==> src/rtl/com_tx_pkg.sv <==
// Shared opcodes, bus command codes, state enums and word encoding for the MCU command bus transmitter.
// Imported by com_tx and com_tx_pacer; the receiver's decoder uses the same CMD_* codes.
package com_tx_pkg;

    typedef enum logic [2:0] {
        OP_FLIP       = 3'd0,
        OP_COLOR      = 3'd1,
        OP_DOT        = 3'd2,
        OP_POLY_START = 3'd3,
        OP_VERTEX     = 3'd4
    } op_e;

    localparam logic [8:0] CMD_FLIP     = 9'd0;
    localparam logic [8:0] CMD_POLYLINE = 9'd1;
    localparam logic [8:0] CMD_COLOR    = 9'd4;
    localparam logic [8:0] CMD_DOT      = 9'd5;

    typedef enum logic [1:0] {
        MODE_NONE = 2'd0,
        MODE_DOT  = 2'd1,
        MODE_POLY = 2'd2
    } mode_e;

    typedef enum logic [1:0] {
        P_IDLE  = 2'd0,
        P_SETUP = 2'd1,
        P_HI    = 2'd2,
        P_LO    = 2'd3
    } pacer_state_e;

    typedef enum logic [1:0] {
        S_IDLE = 2'd0,
        S_SEND = 2'd1,
        S_WAIT = 2'd2,
        S_ERR  = 2'd3
    } seq_state_e;

    typedef struct packed {
        logic [2:0] op;
        logic [8:0] color;
        logic [7:0] x;
        logic [7:0] y;
    } req_t;

    typedef struct packed {
        logic       cmd;
        logic [8:0] dat;
        logic       last;
    } word_t;

    // Word slots: 0 = command word, 1/2 = data words. DOT and VERTEX share the
    // slot layout so a DOT in DOT mode, or a VERTEX, simply starts at slot 1.
    function automatic word_t word_at(input req_t r, input logic [1:0] idx);
        word_t w;
        w = '0;
        case (r.op)
            OP_FLIP: begin
                w.cmd  = 1'b1;
                w.dat  = CMD_FLIP;
                w.last = 1'b1;
            end
            OP_COLOR, OP_POLY_START: begin
                if (idx == 2'd0) begin
                    w.cmd = 1'b1;
                    w.dat = (r.op == OP_COLOR) ? CMD_COLOR : CMD_POLYLINE;
                end else begin
                    w.dat  = r.color;
                    w.last = 1'b1;
                end
            end
            OP_DOT, OP_VERTEX: begin
                case (idx)
                    2'd0: begin
                        w.cmd = 1'b1;
                        w.dat = CMD_DOT;
                    end
                    2'd1: w.dat = {1'b0, r.y};
                    default: begin
                        w.dat  = {1'b0, r.x};
                        w.last = 1'b1;
                    end
                endcase
            end
            default: w.last = 1'b1;
        endcase
        return w;
    endfunction

    function automatic logic [1:0] start_idx(input logic [2:0] op, input mode_e mode);
        logic [1:0] s;
        s = 2'd0;
        if ((op == OP_DOT && mode == MODE_DOT) || op == OP_VERTEX) begin
            s = 2'd1;
        end
        return s;
    endfunction

    function automatic logic is_illegal(input logic [2:0] op, input mode_e mode);
        return (op > OP_VERTEX) || (op == OP_VERTEX && mode != MODE_POLY);
    endfunction

    function automatic mode_e next_mode(input logic [2:0] op, input mode_e mode);
        mode_e m;
        m = mode;
        case (op)
            OP_FLIP:       m = MODE_NONE;
            OP_DOT:        m = MODE_DOT;
            OP_POLY_START: m = MODE_POLY;
            default:       m = mode;
        endcase
        return m;
    endfunction

endpackage

==> src/rtl/com_tx_if.sv <==
// Request handshake plus the 9-bit command bus of the transmitter.
// slave = com_tx side, master = the request source / bus observer.
interface com_tx_if;
    logic       iReqValid;
    logic       oReqReady;
    logic [2:0] iReqOp;
    logic [8:0] iReqColor;
    logic [7:0] iReqX;
    logic [7:0] iReqY;
    logic       iHold;
    logic [8:0] oD;
    logic       oCmd;
    logic       oGo;
    logic       oErr;

    modport slave (
        input  iReqValid, iReqOp, iReqColor, iReqX, iReqY, iHold,
        output oReqReady, oD, oCmd, oGo, oErr
    );

    modport master (
        output iReqValid, iReqOp, iReqColor, iReqX, iReqY, iHold,
        input  oReqReady, oD, oCmd, oGo, oErr
    );
endinterface

==> src/rtl/com_tx_pacer.sv <==
// Paces one bus word: SETUP (word shown) -> HI (GO_HIGH cycles of go) -> LO (GO_LOW cycles).
// Latency 1+GO_HIGH+GO_LOW per word; hold_i stalls only in SETUP; next word accepted on the last LO cycle.
module com_tx_pacer
    import com_tx_pkg::*;
#(
    parameter int GO_HIGH = 4,
    parameter int GO_LOW  = 4
) (
    input  logic       clk_i,
    input  logic       rst_i,
    input  logic       word_vld_i,
    output logic       word_rdy_o,
    input  logic       word_cmd_i,
    input  logic [8:0] word_dat_i,
    input  logic       hold_i,
    output logic       go_o,
    output logic       cmd_o,
    output logic [8:0] d_o
);

    localparam int TMAX = (GO_HIGH > GO_LOW) ? GO_HIGH : GO_LOW;
    localparam int TW   = $clog2(TMAX + 1);

    pacer_state_e  state_q, state_d;
    logic [TW-1:0] timer_q, timer_d;
    logic [8:0]    d_q, d_d;
    logic          cmd_q, cmd_d;

    assign word_rdy_o = (state_q == P_IDLE) || (state_q == P_LO && timer_q == '0);
    assign go_o       = (state_q == P_HI);
    assign cmd_o      = cmd_q;
    assign d_o        = d_q;

    always_comb begin
        state_d = state_q;
        timer_d = timer_q;
        d_d     = d_q;
        cmd_d   = cmd_q;
        case (state_q)
            P_IDLE: begin
                if (word_vld_i) begin
                    state_d = P_SETUP;
                    d_d     = word_dat_i;
                    cmd_d   = word_cmd_i;
                end
            end
            P_SETUP: begin
                if (!hold_i) begin
                    state_d = P_HI;
                    timer_d = TW'(GO_HIGH - 1);
                end
            end
            P_HI: begin
                if (timer_q == '0) begin
                    state_d = P_LO;
                    timer_d = TW'(GO_LOW - 1);
                end else begin
                    timer_d = timer_q - TW'(1);
                end
            end
            P_LO: begin
                if (timer_q != '0) begin
                    timer_d = timer_q - TW'(1);
                end else if (word_vld_i) begin
                    // Back-to-back words: the bus only changes on SETUP entry.
                    state_d = P_SETUP;
                    d_d     = word_dat_i;
                    cmd_d   = word_cmd_i;
                end else begin
                    state_d = P_IDLE;
                end
            end
            default: state_d = P_IDLE;
        endcase
    end

    always_ff @(posedge clk_i) begin
        if (rst_i) begin
            state_q <= P_IDLE;
            timer_q <= '0;
            d_q     <= '0;
            cmd_q   <= 1'b0;
        end else begin
            state_q <= state_d;
            timer_q <= timer_d;
            d_q     <= d_d;
            cmd_q   <= cmd_d;
        end
    end

endmodule

==> src/rtl/com_tx.sv <==
// MCU command bus transmitter: expands draw requests into paced command/data words.
// First word in SETUP one cycle after accept; request ready only when idle; dropped requests pulse oErr.
module com_tx
    import com_tx_pkg::*;
#(
    parameter int GO_HIGH = 4,
    parameter int GO_LOW  = 4
) (
    input  logic     iClk,
    input  logic     iRst,
    com_tx_if.slave  bus
);

    seq_state_e state_q, state_d;
    mode_e      mode_q, mode_d;
    req_t       req_q, req_d;
    logic [1:0] idx_q, idx_d;

    req_t       req_live;
    req_t       src;
    logic [1:0] src_idx;
    word_t      word;
    logic       illegal;
    logic       word_vld;
    logic       word_rdy;

    assign req_live = '{op: bus.iReqOp, color: bus.iReqColor, x: bus.iReqX, y: bus.iReqY};

    // In IDLE the first word comes straight from the bus so it is in SETUP one cycle after accept.
    assign src     = (state_q == S_IDLE) ? req_live : req_q;
    assign src_idx = (state_q == S_IDLE) ? start_idx(bus.iReqOp, mode_q) : idx_q;
    assign word    = word_at(src, src_idx);
    assign illegal = is_illegal(bus.iReqOp, mode_q);

    assign bus.oReqReady = (state_q == S_IDLE);
    assign bus.oErr      = (state_q == S_ERR);

    always_comb begin
        state_d  = state_q;
        mode_d   = mode_q;
        req_d    = req_q;
        idx_d    = idx_q;
        word_vld = 1'b0;
        case (state_q)
            S_IDLE: begin
                if (bus.iReqValid) begin
                    req_d = req_live;
                    if (illegal) begin
                        state_d = S_ERR;
                    end else begin
                        word_vld = 1'b1;
                        mode_d   = next_mode(bus.iReqOp, mode_q);
                        idx_d    = src_idx + 2'd1;
                        state_d  = word.last ? S_WAIT : S_SEND;
                    end
                end
            end
            S_SEND: begin
                word_vld = 1'b1;
                if (word_rdy) begin
                    idx_d = idx_q + 2'd1;
                    if (word.last) begin
                        state_d = S_WAIT;
                    end
                end
            end
            S_WAIT: begin
                if (word_rdy) begin
                    state_d = S_IDLE;
                end
            end
            S_ERR:   state_d = S_IDLE;
            default: state_d = S_IDLE;
        endcase
    end

    always_ff @(posedge iClk) begin
        if (iRst) begin
            state_q <= S_IDLE;
            mode_q  <= MODE_NONE;
            req_q   <= '0;
            idx_q   <= 2'd0;
        end else begin
            state_q <= state_d;
            mode_q  <= mode_d;
            req_q   <= req_d;
            idx_q   <= idx_d;
        end
    end

    com_tx_pacer #(
        .GO_HIGH (GO_HIGH),
        .GO_LOW  (GO_LOW)
    ) u_pacer (
        .clk_i      (iClk),
        .rst_i      (iRst),
        .word_vld_i (word_vld),
        .word_rdy_o (word_rdy),
        .word_cmd_i (word.cmd),
        .word_dat_i (word.dat),
        .hold_i     (bus.iHold),
        .go_o       (bus.oGo),
        .cmd_o      (bus.oCmd),
        .d_o        (bus.oD)
    );

endmodule
==> src/flat_wrapper.sv <==
// flat-port wrapper written by rule: the top's interface ports become plain ports
module com_tx_flat import com_tx_pkg::*;
#(
    parameter int GO_HIGH = 4,
    parameter int GO_LOW  = 4
)
  (iClk, iRst, bus_iReqValid, bus_iReqOp, bus_iReqColor, bus_iReqX, bus_iReqY, bus_iHold, bus_oReqReady, bus_oD, bus_oCmd, bus_oGo, bus_oErr);
  com_tx_if bus_i ();
  input  logic iClk;
  input  logic iRst;
  input wire logic [$bits(bus_i.iReqValid)-1:0] bus_iReqValid;
  input wire logic [$bits(bus_i.iReqOp)-1:0] bus_iReqOp;
  input wire logic [$bits(bus_i.iReqColor)-1:0] bus_iReqColor;
  input wire logic [$bits(bus_i.iReqX)-1:0] bus_iReqX;
  input wire logic [$bits(bus_i.iReqY)-1:0] bus_iReqY;
  input wire logic [$bits(bus_i.iHold)-1:0] bus_iHold;
  output wire logic [$bits(bus_i.oReqReady)-1:0] bus_oReqReady;
  output wire logic [$bits(bus_i.oD)-1:0] bus_oD;
  output wire logic [$bits(bus_i.oCmd)-1:0] bus_oCmd;
  output wire logic [$bits(bus_i.oGo)-1:0] bus_oGo;
  output wire logic [$bits(bus_i.oErr)-1:0] bus_oErr;
  assign bus_i.iReqValid = bus_iReqValid;
  assign bus_i.iReqOp = bus_iReqOp;
  assign bus_i.iReqColor = bus_iReqColor;
  assign bus_i.iReqX = bus_iReqX;
  assign bus_i.iReqY = bus_iReqY;
  assign bus_i.iHold = bus_iHold;
  assign bus_oReqReady = bus_i.oReqReady;
  assign bus_oD = bus_i.oD;
  assign bus_oCmd = bus_i.oCmd;
  assign bus_oGo = bus_i.oGo;
  assign bus_oErr = bus_i.oErr;
  com_tx #(.GO_HIGH(GO_HIGH), .GO_LOW(GO_LOW)) u_core (.iClk(iClk), .iRst(iRst), .bus(bus_i));
endmodule
==> config.mk <==
export PLATFORM = sky130hd
export DESIGN_NAME = com_tx_flat
export DESIGN_NICKNAME = d
export VERILOG_FILES = /design/src/rtl/com_tx_pkg.sv /design/src/rtl/com_tx_if.sv /design/src/rtl/com_tx_pacer.sv /design/src/rtl/com_tx.sv /design/src/flat_wrapper.sv
export SDC_FILE = /design/constraint.sdc
export NUM_CORES = 1
export LEC_CHECK = 0
export ABC_AREA = 1
export CAP_MARGIN = 10
export CORE_MARGIN = 2
export CORE_UTILIZATION = 35
export CTS_BUF_LIST = sky130_fd_sc_hd__clkbuf_8
export CTS_CLUSTER_SIZE = 16
export DETAILED_ROUTE_END_ITERATION = 8
export PLACE_DENSITY = 0.61
export SLEW_MARGIN = 15
export SYNTH_ARGS = -nofsm -noshare
export SYNTH_HDL_FRONTEND = slang
export SYNTH_SLANG_ARGS = --single-unit
==> constraint.sdc <==
create_clock -name iClk -period 4.73 [get_ports iClk]
set_input_delay 1.1825 -clock iClk [delete_from_list [all_inputs] [get_ports iClk]]
set_output_delay 1.1825 -clock iClk [all_outputs]
set_load 0.02 [all_outputs]
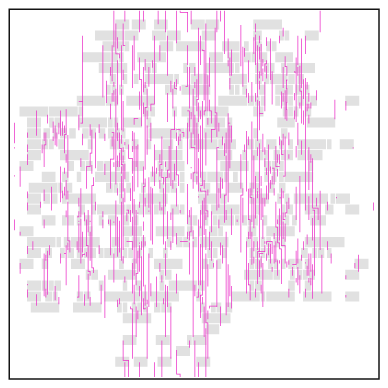
Fig. 1. Signal wires on met2 (run 1).
(4 px per um)
main direction = vertical
nets with wire on the layer = 370
share of all routed wire = 48%
longest straight run = 33.0 um
wire length on this layer = 3010 um
total wire length: 6290 um
met2 layer usage reported by global route: 0.275

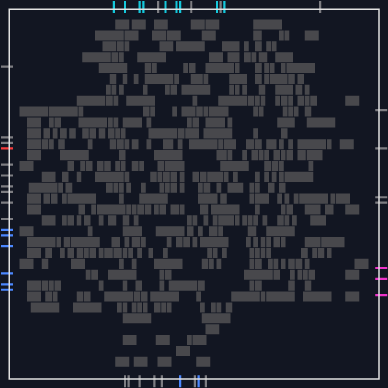
Fig. 2. I/O pins on the die edge (run 1).
(4 px per um) Pins as bars across the die edge, other pins in grey.
`bus_oD` -> cyan  # pins 9, direction output, edge top
`bus_iReqY` -> blue  # pins 8, direction input, edge 6 left, 2 bottom
`bus_iReqOp` -> magenta  # pins 3, direction input, edge right
`bus_oReqReady` -> red  # pins 1, direction output, edge left
all pins by edge = 16 left, 13 top, 9 bottom, 7 right
Die Span Y: 92.0 um
Die X: 92.0 um
Port Buffers: 44

==> changes_impl.md, run 1 <==
## Flow update

- Outcome: complete, no violations
- RSZ-0062 raised after global routing: no
- H-tree depth: 2
- Crit-path leading delay family: buffers and inverters
- Number of non-clock inverters in the layout: 44
- Primary FF master, synth: dfxtp_1
- Crit start category: input pin
- Post-synth seq share: 0.362
- CTS sink cnt: 49
- Floorplan Utilization: 0.357
- Main power group: combinational cells
- Layout cells sized above 1: 0.0599
- Syn nets: 439
- Gpl congestion: 0.824
- Clock net power: 0.254 mW
- Tightest Pin Transition: 1.05 ns
- Worst reg2reg setup slack: 2.17 ns
- Vias per cell: 4.82
- Reg clk slew, reported paths: 0.09 ns
- Hold buffer count at cts: 0
- Pin count of the biggest net entering global routing: 39
- Setup TNS: 0 ns
- TritonRoute pass-1 iters: 4
- First-pass GRT wire length: 10900 um
- Worst Setup End Kind: flip-flop
- Count of library flops with an enable pin: 0
- Crit-path cells: clkdlybuf4s50_1, inv_1, nor2_4, inv_1, o21ai_1, o21ai_0, nor2_1, xor2_1, nor2_1
- CP bufs+invs: 3
- I/O pins: 45
- Worst vdd ir: 0.208 mV
- Int Pwr: 0.945 mW
- Clock-cell share of area: 0.0267
- Number of signal-net buffers in the layout: 45
- Logic family by area: simple AND/OR/NAND/NOR gates
- Initial antenna violation count: 0
- Share of flip-flops with an asynchronous set or reset: 0
- Vias in the first global route: 2496
- Rel. slew slack: 0.302
- Fraction of area in multi-input gates: 0.441
- Syn avg cell area: 6.76 sq um
- Nets: 472
- Clock buffer count: 6
- Power per cell area: 541 mW/mm^2
- Hold Crit Endpoint: u_core.u_pacer.timer_q[0]
- CP Data Arrival Time: 3.49 ns
- Max Clock Skew: 0.0105 ns
- Worst reg2reg startpoint: u_core.state_q[0]
- Multi-input gates: 289
- GRT overflow: 0
- Crit path max fanout: 38
- Hold path cells: 1
- Critical Path Max Stage Delay: 0.60 ns
- Tcrit/Tclk final: 0.703
- Flop count: 49
- Storage element area: 981 sq um
- NonClk Buf Share: 0.138
- Cells after Synth: 401
- Initial DRC Count: 134
- Lkg Pwr: 1.41 nW
- Reg2reg path depth: 9
- Hold Violations, Final: 0
- Cts bufs inserted: 5
- Post-DP HPWL: 4510 um
- # diodes: 0
- Syn Std Cell Area: 0.00271 sq mm
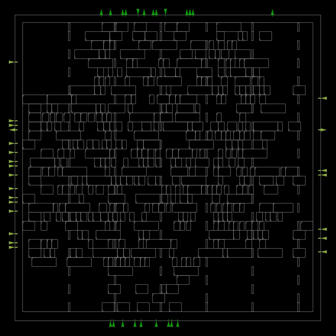
Fig. 3. Placed standard cells (run 1).
tapcell count: 102
Finished Core Util: 0.426
Finished Layout Cells: 536
Seq area share: 0.303

## run 1: routing by layer
layer  track usage  wire, um
met1         0.200      2990
met2         0.275      3010
met4        0.0410        50
met5             0         0
met3        0.0271       238
## run 1: cell usage after synthesis (2+ instances only)
cell      number  area (sq um)
nand3_1       18          90.1
nor2_1        41           154
buf_2          3          15.0
clkbuf_8       2          27.5
o21ai_0       48           240
clkbuf_1       8          30.0
nand4_1        8          50.1
ha_1           6          75.1
nand2_1      105           394
dfxtp_1       49           981
buf_6          3          33.8
a21oi_1       35           175
o21ai_1        3          15.0
inv_2          2          7.51
inv_1         39           146
nand2_4        5          56.3
nor3_1         4          20.0
## run 1: metrics by stage
stage                     hold slack (ns)  utilization  setup slack (ns)  area [sq um]  std cells
after floorplan                     0.407            -              2.45          2710        401
after CTS                           0.436        0.426              1.40          3240        536
final                               0.435        0.426              1.40          3240        536
after detailed placement            0.423        0.414              1.08          3150        529
after global placement              0.415        0.414              1.19          3150        529
after global routing                0.472        0.426              1.02          3240        536
## run 1: worst max-delay path by stage
stage	end	slack (ns)	cells after the start
after floorplan	u_core.u_pacer.d_o[8]	2.45	9
after global placement	u_core.idx_q[1]	1.19	9
after detailed placement	u_core.idx_q[1]	1.08	9
after CTS	u_core.idx_q[1]	1.40	9
after global routing	u_core.idx_q[1]	1.02	9
final	u_core.idx_q[1]	1.40	9
## run 1: registers in the layout, indices dropped and copies added (netlist names)
register	cells
u_core.mode_q	2
u_core.u_pacer.cmd_o	1
u_core.u_pacer.timer_q	3
u_core.req_q	28
u_core.state_q	2
u_core.idx_q	2
u_core.u_pacer.d_o	9
u_core.u_pacer.state_q	2
Fig. 4: run 1, close-up of the layout
Window x 26 to 66, y 26 to 66 um. Cells in grey, sequential cells in the stronger grey; small squares are vias.
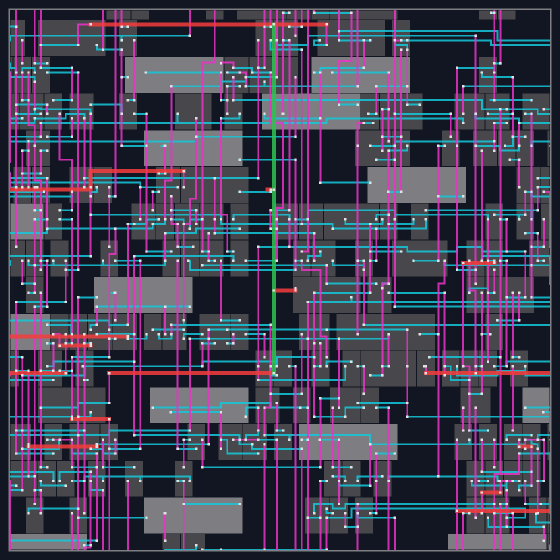

## Run 2: what changed since run 1
- PLACE_DENSITY: 0.61 -> 0.64
- clock period: 4.73 -> 2.8 ns (I/O delays scaled with it)
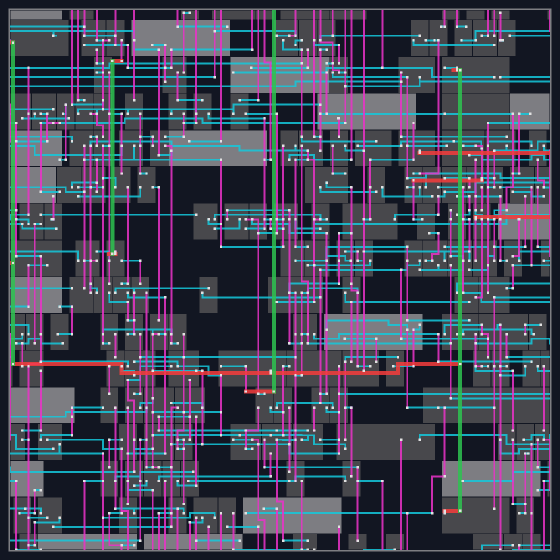
Fig. 5. Close-up of the layout (run 2).
Window x 26 to 66, y 26 to 66 um. Cells in grey, sequential cells in the stronger grey; small squares are vias.
metal 3 -> red
metal 4 -> green
metal 1 -> cyan
metal 2 -> magenta
sequential cells in the window = 11
most frequent = nand2_1 (57), inv_1 (13), nand3_1 (13)
cells with their middle in the window = 154
netlist names of flops here include = `u_core.req_q` (6), `u_core.idx_q` (2), `u_core.u_pacer.d_o` (2)

==> run 2 against run 1 <==
  * Global-route usage down 0.10 points
  * Via count down 0.70%
  * First-iteration DRC count down 31%
  * Wire length down 0.92%
==> changes_impl.md, run 2 <==
## Flow update

- Count of library flops with an enable pin: 0 (unchanged)
- Power per cell area: 932 mW/mm^2 (was 541 mW/mm^2)
- Commonest cells post-synth: nand2_1 (105), dfxtp_1 (49), o21ai_0 (48) (unchanged)
- Most instantiated library cell after synthesis: nand2_1 (unchanged)
- Initial DRC Count: 93 (was 134)
- Rel. slew slack: 0.776 (was 0.302)
- Worst vdd ir: 0.310 mV (was 0.208 mV)
- Nets: 478 (was 472)
- CP Data Arrival Time: 1.68 ns (was 3.49 ns)
- Biggest area consumer among synthesized cells: dfxtp_1 (unchanged)
- Lkg Pwr: 1.45 nW (was 1.41 nW)
- Finished Layout Cells: 543 (was 536)
- First-pass GRT wire length: 10700 um (was 10900 um)
- Syn Std Cell Area: 0.00271 sq mm (unchanged)
- Area fraction in mux cells: 0.00369 (unchanged)
- Initial antenna violation count: 0 (unchanged)
- Syn avg cell area: 6.76 sq um (unchanged)
- Fin. max-slew vios: 0 (unchanged)
- Main power group: combinational cells (unchanged)
- Tcrit/Tclk final: 0.851
- Crit-path cells: nor2_2, clkdlybuf4s50_1 (was clkdlybuf4s50_1, inv_1, nor2_4, inv_1, o21ai_1, o21ai_0, nor2_1, xor2_1, nor2_1)
- Primary FF master, synth: dfxtp_1 (unchanged)
- Crit start category: flip-flop (was input pin)
- CTS sink cnt: 49 (unchanged)
- Top cells, area: dfxtp_1 (36%), nand2_1 (15%), o21ai_0 (8.9%) (unchanged)
- Logic family by area: simple AND/OR/NAND/NOR gates (unchanged)
- Vias per cell: 4.73 (was 4.82)
- Max Clock Skew: 0.00616 ns (was 0.0105 ns)
- # diodes: 0 (unchanged)
- Cells after Synth: 401 (unchanged)
- Reg clk slew, reported paths: 0.09 ns (about the same)
- Int Pwr: 1.72 mW (was 0.945 mW)
- Total wire length: 6230 um (was 6290 um)
- I/O pins: 45 (unchanged)
- Post-DP HPWL: 4580 um (was 4510 um)
- Share of flip-flops with an asynchronous set or reset: 0 (unchanged)
- CP bufs+invs: 1 (was 3)
- Floorplan Utilization: 0.357 (unchanged)
- Placed Cells incl. Taps: 535 (was 529)
- Gpl congestion: 0.851 (was 0.824)
- Vias in the first global route: 2516 (was 2496)
- RSZ-0062 raised after global routing: no (unchanged)
- Die X: 92.0 um (unchanged)
- Clock net power: 0.524 mW (was 0.254 mW)
- Port Buffers: 44 (unchanged)
- Register with the most flip-flops: u_core.req_q (unchanged)
- GRT overflow: 0 (unchanged)
- Critical Path Max Stage Delay: 0.68 ns (was 0.60 ns)
- Number of flip-flops in the largest register: 28 (unchanged)
- Syn nets: 439 (unchanged)
- Hold_ws: 0.438 ns (was 0.435 ns)
- Hold buffer count at cts: 0 (unchanged)
- Crit-path leading delay family: buffers and inverters (unchanged)
- Post-synth seq share: 0.362 (unchanged)
- Pin count of the biggest net entering global routing: 34 (was 39)
- Layout cells sized above 1: 0.0748 (was 0.0599)
- Die Span Y: 92.0 um (unchanged)
- Hold Violations, Final: 0 (unchanged)
- Setup TNS: 0 ns (unchanged)
- Outcome: complete, no violations (unchanged)
- Worst reg2reg setup slack: 0.74 ns (was 2.17 ns)
- Area growth from synthesis to layout: 22.2% (was 19.4%)
- Tightest Pin Transition: 0.335 ns (was 1.05 ns)
- Finished Core Util: 0.436 (was 0.426)
- H-tree depth: 2 (unchanged)
- Crit path max fanout: 7 (was 38)
-- run 2: cell types whose count changed in the layout (fill, tap and decap cells not counted), sizes merged --
| cell | change |
|---|---|
| bufinv | +1 |
| buf | +6 |
-- run 2: worst register-to-register path: stages (launching register included) --
cell and delay, ns:
dfxtp_1 0.38, nor2_2 0.32, buf_4 0.39, nand2_1 0.09, o21ai_1 0.12, nand2_1 0.11, nand3_2 0.13, nand2_1 0.10
nand3_1 0.11, nand2_1 0.06, nor2_1 0.11, nor2_1 0.04
-- run 2: layout make-up --
cell class	count	area, sq um
Inverter	44	169
Tap cell	102	128
Sequential cell	49	981
Timing Repair Buffer	51	493
Clock inverter	2	33.8
Clock buffer	6	82.6
Fill cell	825	4290
Multi-Input combinational cell	289	1430
-- run 2: through the flow --
step           setup slack (ns)  area [sq um]
3_3_place_gp              0.343          3200
2_1_floorplan              1.01          2710
4_1_cts                   0.430          3310
3_5_place_dp              0.291          3200
6_report                  0.416          3310
5_1_grt                   0.329          3310
-- run 2: worst paths after layout --
check                            start  cells past startpoint                        end
min          u_core.u_pacer.timer_q[0]                      1  u_core.u_pacer.timer_q[0]
max                  u_core.state_q[1]                      2              bus_oReqReady
min reg2reg  u_core.u_pacer.timer_q[0]                      1  u_core.u_pacer.timer_q[0]
max reg2reg          u_core.state_q[1]                     11          u_core.state_q[0]
-- run 2: layer usage --
metal / GRT usage / up-vias / routed length, um
li1: - / 1369 / -
met1: 0.196 / 1140 / 3020
met2: 0.260 / 45 / 2840
met3: 0.0312 / 12 / 252
met4: 0.0659 / 0 / 127
met5: 0 / - / 0
-- run 2: logic make-up after synthesis --
family | count (synthesis)
and+or+nand+nor | 189
AOI/OAI and AO/OA | 92
buffers and inverters | 63
DFF | 49
adders and majority gates | 6
xor gates and xnor gates | 1
muxes | 1
Fig. 6: run 2, placed standard cells
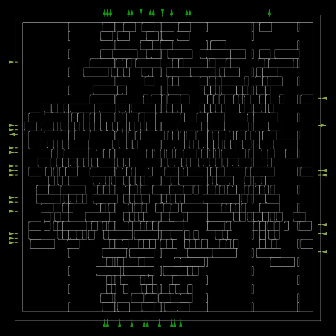

## Run 3: what changed since run 2
- CTS_BUF_LIST: sky130_fd_sc_hd__clkbuf_8 -> sky130_fd_sc_hd__clkbuf_2 sky130_fd_sc_hd__clkbuf_4 sky130_fd_sc_hd__clkbuf_8
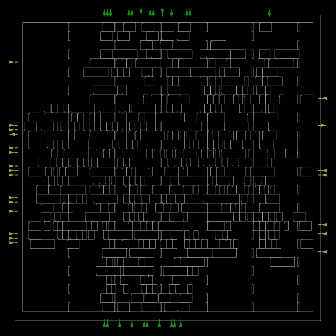
Fig. 7. Placed standard cells (run 3).
flop count: 49
Finished Layout Cells: 543

==> run 3 against run 2 <==
  * Power is 0.50% higher
  * Combinational power hardly changed
  * First-iteration DRC count is 26% higher
  * Critical path depth stayed put
  * Critical path type unchanged
==> changes_impl.md, run 3 <==
## Flow update

- Outcome: complete, no violations (unchanged)
- Initial antenna violation count: 0 (unchanged)
- GR Util met3: 0.0312 (unchanged)
- Initial DRC Count: 117 (was 93)
- Post-DP HPWL: 4580 um (unchanged)
- Vias in the first global route: 2515 (was 2516)
- Worst setup margin: 0.416 ns (about the same)
- M1 GR Usage: 0.193 (was 0.196)
- Post-synth seq share: 0.362 (unchanged)
- Cts bufs inserted: 5 (unchanged)
- Overall routing resource usage: 0.155 (was 0.156)
- Latency at later pin: 0.31 ns (about the same)
- Finished Core Util: 0.436 (about the same)
- CTS Root Cell: clkbuf_8 (unchanged)
- Power per cell area: 936 mW/mm^2 (was 932 mW/mm^2)
- Clock share of power: 0.173 (was 0.170)
- Sequential power share: 0.313 (was 0.315)
- Worst Setup End Kind: output port (unchanged)
- Resize count post-CTS: 0 (unchanged)
- I/O pins: 45 (unchanged)
- Max Clock Skew: 0.00615 ns (was 0.00616 ns)
- Floorplan Utilization: 0.357 (unchanged)
- Max layer used: met4 (unchanged)
- Met3 routed WL: 256 um (was 252 um)
- Critical Path End: bus_oReqReady (unchanged)
- Tcrit/Tclk final: 0.852 (was 0.851)
- Hold_ws: 0.439 ns (was 0.438 ns)
- Lkg Pwr: 1.45 nW (about the same)
- RSZ-0062 raised after global routing: no (unchanged)
- Syn nets: 439 (unchanged)
- Setup Crit Path Kind: reg -> out (unchanged)
- First-pass GRT wire length: 10700 um (about the same)
- Max frequency: 419 MHz (was 420 MHz)
- Gpl congestion: 0.851 (unchanged)
- GRT overflow: 0 (unchanged)
- Tool warnings: 30 (unchanged)
- Register with the most flip-flops: u_core.req_q (unchanged)
- Multi-input logic area: 0.00143 sq mm (unchanged)
- Hold Violations, Final: 0 (unchanged)
- Nets: 478 (unchanged)
- Hold buffer count at cts: 0 (unchanged)
- Reg2reg path depth: 11 (unchanged)
- TritonRoute pass-1 iters: 4 (unchanged)
- Reg clk slew, reported paths: 0.09 ns (about the same)
- Met2 layer usage reported by global route: 0.261 (was 0.260)
- Number of flip-flops in the largest register: 28 (unchanged)
- Layout cells sized above 1: 0.0771 (was 0.0748)
- Storage element area: 981 sq um (unchanged)
- Crit-path leading delay family: buffers and inverters (unchanged)
- GR peak layer: met2 (unchanged)
- CP Data Arrival Time: 1.68 ns (about the same)
- Most instantiated library cell after synthesis: nand2_1 (unchanged)
- # fillers: 826 (was 825)
- Post-route cell area: 0.00332 sq mm (was 0.00331 sq mm)
- Pin count of the biggest net entering global routing: 34 (unchanged)
- Placed Cells incl. Taps: 535 (unchanged)
- Comb power frac: 0.514 (was 0.516)
- Post-DP Area: 0.00320 sq mm (unchanged)
- Crit-path cells: nor2_2, clkdlybuf4s50_1 (unchanged)
- CP startpoint: u_core.state_q[1] (unchanged)
- Syn Std Cell Area: 0.00271 sq mm (unchanged)
- # diodes: 0 (unchanged)
- Count of library flops with an enable pin: 0 (unchanged)
- Postcts setup bufs: 0 (unchanged)
- Area leader share: 0.362 (unchanged)
- Fin. max-slew vios: 0 (unchanged)
- FP Rows: 32 (unchanged)
- CP max-delay cell: clkdlybuf4s50_1 (unchanged)
- Worst reg2reg startpoint: u_core.state_q[1] (unchanged)
- Setup TNS: 0 ns (unchanged)
- Share of flip-flops with an asynchronous set or reset: 0 (unchanged)
- Total wire length: 6240 um (was 6230 um)
- Max-Cap Viols: 0 (unchanged)
- Worst Path Required: 2.10 ns (about the same)
- Top cells, area: dfxtp_1 (36%), nand2_1 (15%), o21ai_0 (8.9%) (unchanged)
- Commonest cells post-synth: nand2_1 (105), dfxtp_1 (49), o21ai_0 (48) (unchanged)
- Die Span Y: 92.0 um (unchanged)
- Critical Path Max Stage Delay: 0.68 ns (about the same)
- Critical R2R Capture: u_core.state_q[0] (unchanged)
- Tightest Pin Transition: 0.335 ns (about the same)
- Syn avg cell area: 6.76 sq um (unchanged)
- # setup viols final: 0 (unchanged)
- CP Depth: 2 (unchanged)
- Port Buffers: 44 (unchanged)
- Rel. slew slack: 0.776 (about the same)
- Via count: 2575 (was 2566)
- Switching Share: 0.443 (was 0.444)
- H-tree depth: 2 (unchanged)
- Vias per cell: 4.74 (was 4.73)
- Cells after Synth: 401 (unchanged)
- Int Pwr: 1.73 mW (was 1.72 mW)
- Met2 wire len: 2860 um (was 2840 um)
- CP bufs+invs: 1 (unchanged)
- Worst vdd ir: 0.310 mV (about the same)
- Die X: 92.0 um (unchanged)
- Biggest area consumer among synthesized cells: dfxtp_1 (unchanged)
- Crit path max fanout: 7 (unchanged)
- Worst reg2reg setup slack: 0.74 ns (about the same)
- Met1 Wirelength: 2990 um (was 3020 um)
- Crit start category: flip-flop (unchanged)
- Area growth from synthesis to layout: 22.3% (was 22.2%)
- Final ANT Viol Nets: 0 (unchanged)
- Primary FF master, synth: dfxtp_1 (unchanged)
- Dpl ws: 0.291 ns (unchanged)
- CTS sink cnt: 49 (unchanged)
==> run 3: cell counts after synthesis <==
No cell type changed its count.
==> run 3: final cells by class <==
class,instances,area share
clock buffer,7,0.0271
clock inverter,1,0.00905
inverter,44,0.0509
multi-input combinational,289,0.430
sequential,49,0.296
tap,102,0.0385
timing repair buffer,51,0.149
==> run 3: power groups by stage <==
stage	registers [mW]	clock network [mW]	logic [mW]
2_1_floorplan	0.992	0	1.26
3_3_place_gp	0.985	0	1.57
3_5_place_dp	0.989	0	1.59
4_1_cts	0.973	0.553	1.60
5_1_grt	0.995	0.577	1.82
6_report	0.972	0.538	1.59
==> run 3: worst min-delay path by stage <==
stage	startpoint	to	slack [ns]	cells past startpoint
6_report	u_core.u_pacer.timer_q[0]	u_core.u_pacer.timer_q[0]	0.44	1
5_1_grt	u_core.req_q[18]	u_core.req_q[18]	0.47	2
4_1_cts	u_core.u_pacer.timer_q[0]	u_core.u_pacer.timer_q[0]	0.44	1
3_5_place_dp	u_core.u_pacer.timer_q[0]	u_core.u_pacer.timer_q[0]	0.43	1
3_3_place_gp	u_core.u_pacer.timer_q[0]	u_core.u_pacer.timer_q[0]	0.42	1
2_1_floorplan	u_core.u_pacer.timer_q[0]	u_core.u_pacer.timer_q[0]	0.41	1
==> run 3: cell families (layout without fill, tap and decap cells) <==
kind of cell / count (synthesis) / after routing / share of synthesized area
multiplexers: 1 / 1 / 0.00369
AND-OR/OR-AND: 92 / 92 / 0.181
flip-flops: 49 / 49 / 0.362
XOR/XNOR: 1 / 1 / 0.00323
AND/OR/NAND/NOR: 189 / 189 / 0.310
adder cells (fa/ha/maj): 6 / 6 / 0.0277
buffers and inverters: 63 / 103 / 0.113
No activity file was given, so power comes from the tool's default toggle rates.
